===== src/rtl/reg_write_arbiter.sv =====
// reg_write_arbiter
// Round-robin arbiter in front of one shared W-bit destination register.
// Each cycle at most one requester wins; its data slice is written into the
// register and the winner is reported. The previous winner may keep the port
// with a lock request. A lock counter bounds how long it can do that while
// other requesters are waiting.
//
// Ports:
//   i_clk     rising-edge clock
//   i_rst_n   asynchronous active-low reset
//   i_req     [N]    per-requester write request
//   i_lock    [N]    keep-grant request, only meaningful for the last winner
//   i_data    [N*W]  packed data, requester i at [i*W +: W]
//   o_q       [W]    shared register contents
//   o_grant   [N]    registered one-hot winner of the last edge (0 if idle)
//   o_valid          o_q was written on the last edge
//   o_src     [SW]   index of the last winner, holds while idle
module reg_write_arbiter #(
    parameter int N       = 4,
    parameter int W       = 8,
    parameter int MAXLOCK = 3,
    localparam int SW     = (N > 1) ? $clog2(N) : 1
) (
    input  logic           i_clk,
    input  logic           i_rst_n,
    input  logic [N-1:0]   i_req,
    input  logic [N-1:0]   i_lock,
    input  logic [N*W-1:0] i_data,
    output logic [W-1:0]   o_q,
    output logic [N-1:0]   o_grant,
    output logic           o_valid,
    output logic [SW-1:0]  o_src
);

    localparam int CW = $clog2(MAXLOCK + 1);
    localparam logic [CW-1:0] MAXLOCK_C = CW'(MAXLOCK);
    localparam logic [N-1:0]  ONE_N     = N'(1);

    logic [W-1:0]  r_q;
    logic [N-1:0]  r_grant;
    logic          r_valid;
    logic [SW-1:0] r_src;
    logic [SW-1:0] r_ptr;
    logic [CW-1:0] r_lockcnt;

    logic          w_others;
    logic          w_cont;
    logic          w_rr_found;
    logic [SW-1:0] w_rr_idx;
    logic [SW-1:0] w_sel;
    logic [CW-1:0] w_cnt_next;

    // Lock continuation: only the previous winner can keep the port, and only
    // while under the lock budget unless nobody else is asking.
    always_comb begin
        w_others = |(i_req & ~(ONE_N << r_src));
        w_cont   = r_grant[r_src] && i_req[r_src] && i_lock[r_src] &&
                   ((r_lockcnt < MAXLOCK_C) || !w_others);
    end

    // Round-robin search starting just after the last winner.
    always_comb begin
        w_rr_found = 1'b0;
        w_rr_idx   = '0;
        for (int k = 1; k <= N; k++) begin
            if (!w_rr_found && i_req[(int'(r_ptr) + k) % N]) begin
                w_rr_found = 1'b1;
                w_rr_idx   = SW'((int'(r_ptr) + k) % N);
            end
        end
    end

    always_comb begin
        w_sel      = w_cont ? r_src : w_rr_idx;
        w_cnt_next = CW'(1);
        if (w_cont) begin
            w_cnt_next = (r_lockcnt == MAXLOCK_C) ? MAXLOCK_C : r_lockcnt + CW'(1);
        end
    end

    always_ff @(posedge i_clk or negedge i_rst_n) begin
        if (!i_rst_n) begin
            r_q       <= '0;
            r_grant   <= '0;
            r_valid   <= 1'b0;
            r_src     <= '0;
            r_ptr     <= SW'(N - 1);
            r_lockcnt <= '0;
        end else if (|i_req) begin
            r_q       <= i_data[int'(w_sel)*W +: W];
            r_grant   <= ONE_N << w_sel;
            r_valid   <= 1'b1;
            r_src     <= w_sel;
            r_ptr     <= w_sel;
            r_lockcnt <= w_cnt_next;
        end else begin
            // Idle cycle: data and winner index hold, any lock is broken.
            r_grant   <= '0;
            r_valid   <= 1'b0;
            r_lockcnt <= '0;
        end
    end

    assign o_q     = r_q;
    assign o_grant = r_grant;
    assign o_valid = r_valid;
    assign o_src   = r_src;

endmodule

===== config.mk =====
export PLATFORM = sky130hd
export DESIGN_NAME = reg_write_arbiter
export DESIGN_NICKNAME = d
export VERILOG_FILES = /design/src/rtl/reg_write_arbiter.sv
export SDC_FILE = /design/constraint.sdc
export NUM_CORES = 1
export LEC_CHECK = 0
export ABC_CLOCK_PERIOD_IN_PS = 2000
export CORE_MARGIN = 2
export CORE_UTILIZATION = 41
export DETAILED_ROUTE_END_ITERATION = 8
export PLACE_DENSITY = 0.76
export SYNTH_ARGS = -nofsm -noshare
export SYNTH_HDL_FRONTEND = slang
export SYNTH_SLANG_ARGS = --single-unit
export TNS_END_PERCENT = 20

===== constraint.sdc =====
create_clock -name i_clk -period 2 [get_ports i_clk]
set_input_delay 0.5 -clock i_clk [delete_from_list [all_inputs] [get_ports i_clk]]
set_output_delay 0.5 -clock i_clk [all_outputs]
set_load 0.05 [all_outputs]

==> images/pdn.png <==
Scale bar: 20 um. Pins as bars on the die edge.
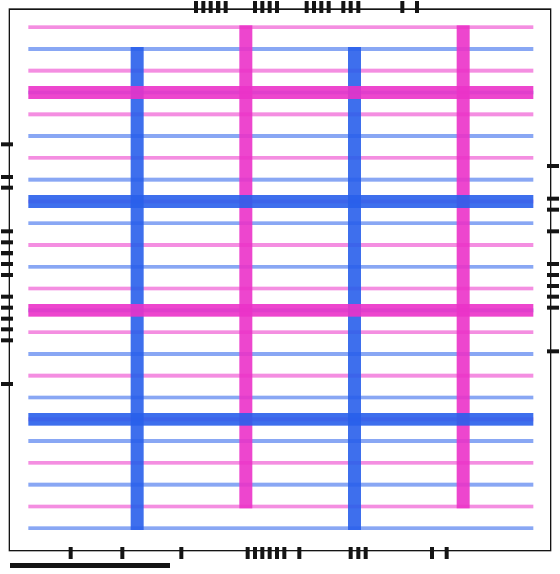
| color | net |
|---|---|
| blue | VSS |
| magenta | VDD |
met5 straps: 4
met4 straps: 4
rows: 23
met1 rails: 24
signal pins: 57

==> images/cell_classes.png <==
Scale bar: 20 um.
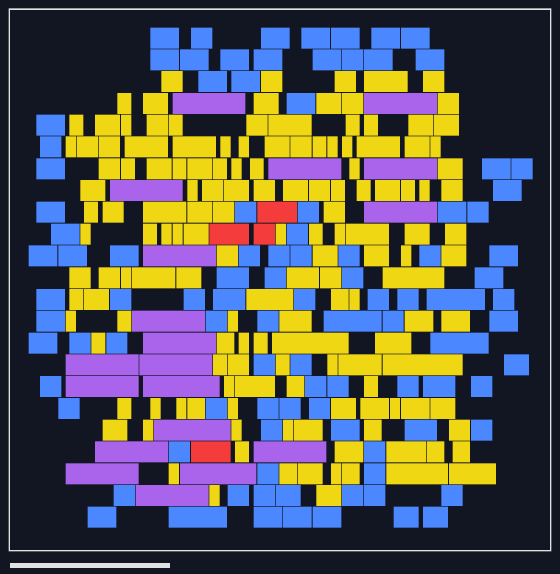
| color | class | cells | share of their area |
|---|---|---|---|
| purple | flip-flops | 19 | 19% |
| blue | other buffers and delay cells | 99 | 35% |
| red | clock drivers and dummy loads | 4 | 1.9% |
| yellow | all other logic | 148 | 44% |
row count: 23
fin area: 0.00263 mm2
total core area: 0.00394 mm2

==> images/clock_map.png <==
Scale bar: 20 um.
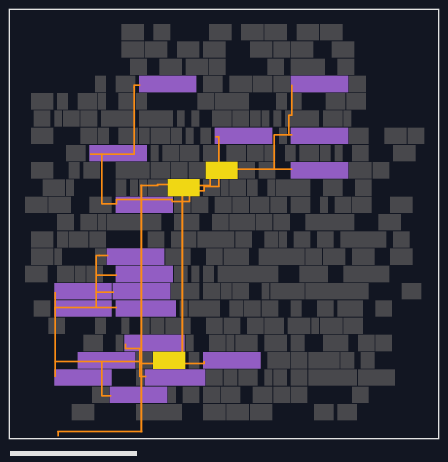
[purple] flip-flops | count: 19
[orange] clock wires | length: 259 um
[yellow] cells driving clock nets | count: 3
routed clock nets: 4

==> sequential cells by signal, summed over array words and instances (netlist names) <==
name,count
r_lockcnt,2
o_src,2
o_q,8
o_grant,4
o_valid,1
r_ptr,2
==> stage by stage <==
step           std cells  hold WS, ns  util (%)
6_report             320        0.505      66.8
5_1_grt              320        0.531      66.8
4_1_cts              318        0.503      64.8
3_5_place_dp         312        0.492      62.6
3_3_place_gp         312        0.489      62.6
2_1_floorplan        180        0.204         -
==> synthesized netlist by cell type (2+ instances only) <==
cell | count | area [um2]
sky130_fd_sc_hd__o21ai_0 | 11 | 55.1
sky130_fd_sc_hd__o211ai_1 | 8 | 60.1
sky130_fd_sc_hd__nand4_1 | 2 | 12.5
sky130_fd_sc_hd__a21oi_1 | 20 | 100
sky130_fd_sc_hd__o2bb2ai_1 | 8 | 70.1
sky130_fd_sc_hd__nand3_2 | 2 | 20.0
sky130_fd_sc_hd__buf_6 | 5 | 56.3
sky130_fd_sc_hd__o32ai_1 | 8 | 70.1
sky130_fd_sc_hd__a2bb2oi_2 | 7 | 105
sky130_fd_sc_hd__inv_1 | 2 | 7.51
sky130_fd_sc_hd__nand3b_1 | 8 | 60.1
sky130_fd_sc_hd__nand4b_1 | 2 | 17.5
sky130_fd_sc_hd__mux2i_1 | 3 | 30.0
sky130_fd_sc_hd__nand2_1 | 18 | 67.6
sky130_fd_sc_hd__nand3_1 | 2 | 10.0
sky130_fd_sc_hd__and2_1 | 2 | 12.5
sky130_fd_sc_hd__nand2b_1 | 2 | 12.5
sky130_fd_sc_hd__buf_4 | 5 | 37.5
sky130_fd_sc_hd__dfrtp_1 | 17 | 425
sky130_fd_sc_hd__dfstp_2 | 2 | 52.6
sky130_fd_sc_hd__a22oi_1 | 8 | 60.1
sky130_fd_sc_hd__nor2_1 | 14 | 52.6
==> run summary <==
Diodes inserted -> 0
switching share of power -> 48.1%
share of post-route cells with drive strength above 1 -> 36.7%
global routing met1 resource utilization -> 34.6%
kind of start point of the critical path -> flip-flop
net switching component of the power -> 0.00220 W
# resized after CTS -> 15
Power Combinational -> 0.00351 W
cycle use final -> 98.7%
setup clock skew after layout -> 0.00310 ns
mean instance size in the synthesized netlist -> 9.16 um2
number of unique standard cell types used by synthesis -> 46
reg-to-reg slack, setup -> 0.03 ns
highest-count logic cell in the final layout -> sky130_fd_sc_hd__buf_4
register share of the cell area -> 18.2%
dominant non-sequential cell family after synthesis -> AND-OR/OR-AND gates
Placement Cell Area -> 0.00247 mm2
met3 routing resource usage after global routing -> 4.00%
logic share of the area -> 42.7%
vias in the first global route -> 1834
final-layout clock-cell area share -> 1.85%
Post-Place Worst Slack -> -0.488 ns
reg-to-reg critical path startpoint -> o_src[1]
power drawn by the sequential cells -> 0.000792 W
filler instances -> 304
number of buffers inserted for hold repair after clock tree synthesis -> 0
final layout net count -> 313
worst r2r path cells -> 7
Multi-Input Combinational -> 145
sequential cells -> 19
min cycle time layout -> 1.97 ns
Non-Clock Buffer Area Fraction -> 34.4%
Clock Pin Slew Worst Setup and Hold Paths -> 0.08 ns
Yosys warning count -> 0
TritonCTS clock tree -> done
worst hold path endpoint -> r_lockcnt[0]
Post-Synth XOR/XNOR Area -> 0%
total met3 wirelength after detailed routing -> 416 um
run status -> finished clean
clk buf depth -> 2
htree depth -> 1
total stage count of the critical path -> 7
biggest cell category by area in the final layout -> multi-input combinational cells
worst path buffer plus inverter count -> 1
cell with the biggest individual delay on the critical path -> sky130_fd_sc_hd__dfrtp_2
area figure in the yosys stat output -> 0.00165 mm2
clock buf count -> 3
number of flops mapped to enable cells by yosys -> 0
Setup Buffers After CTS -> 2
wire length on met1 -> 2370 um
timing startpoint of the critical path -> o_src[1]
routed via count -> 1890
placed wire-length estimate after detailed placement -> 3970 um
total grt overflow -> 0
Leak Pwr -> 1.05 nW
number of nets with antenna violations after detailed routing -> 0
arrival time of data at the critical path endpoint -> 2.17 ns
Power figures rest on the tool's default switching activity, not on a simulated workload.
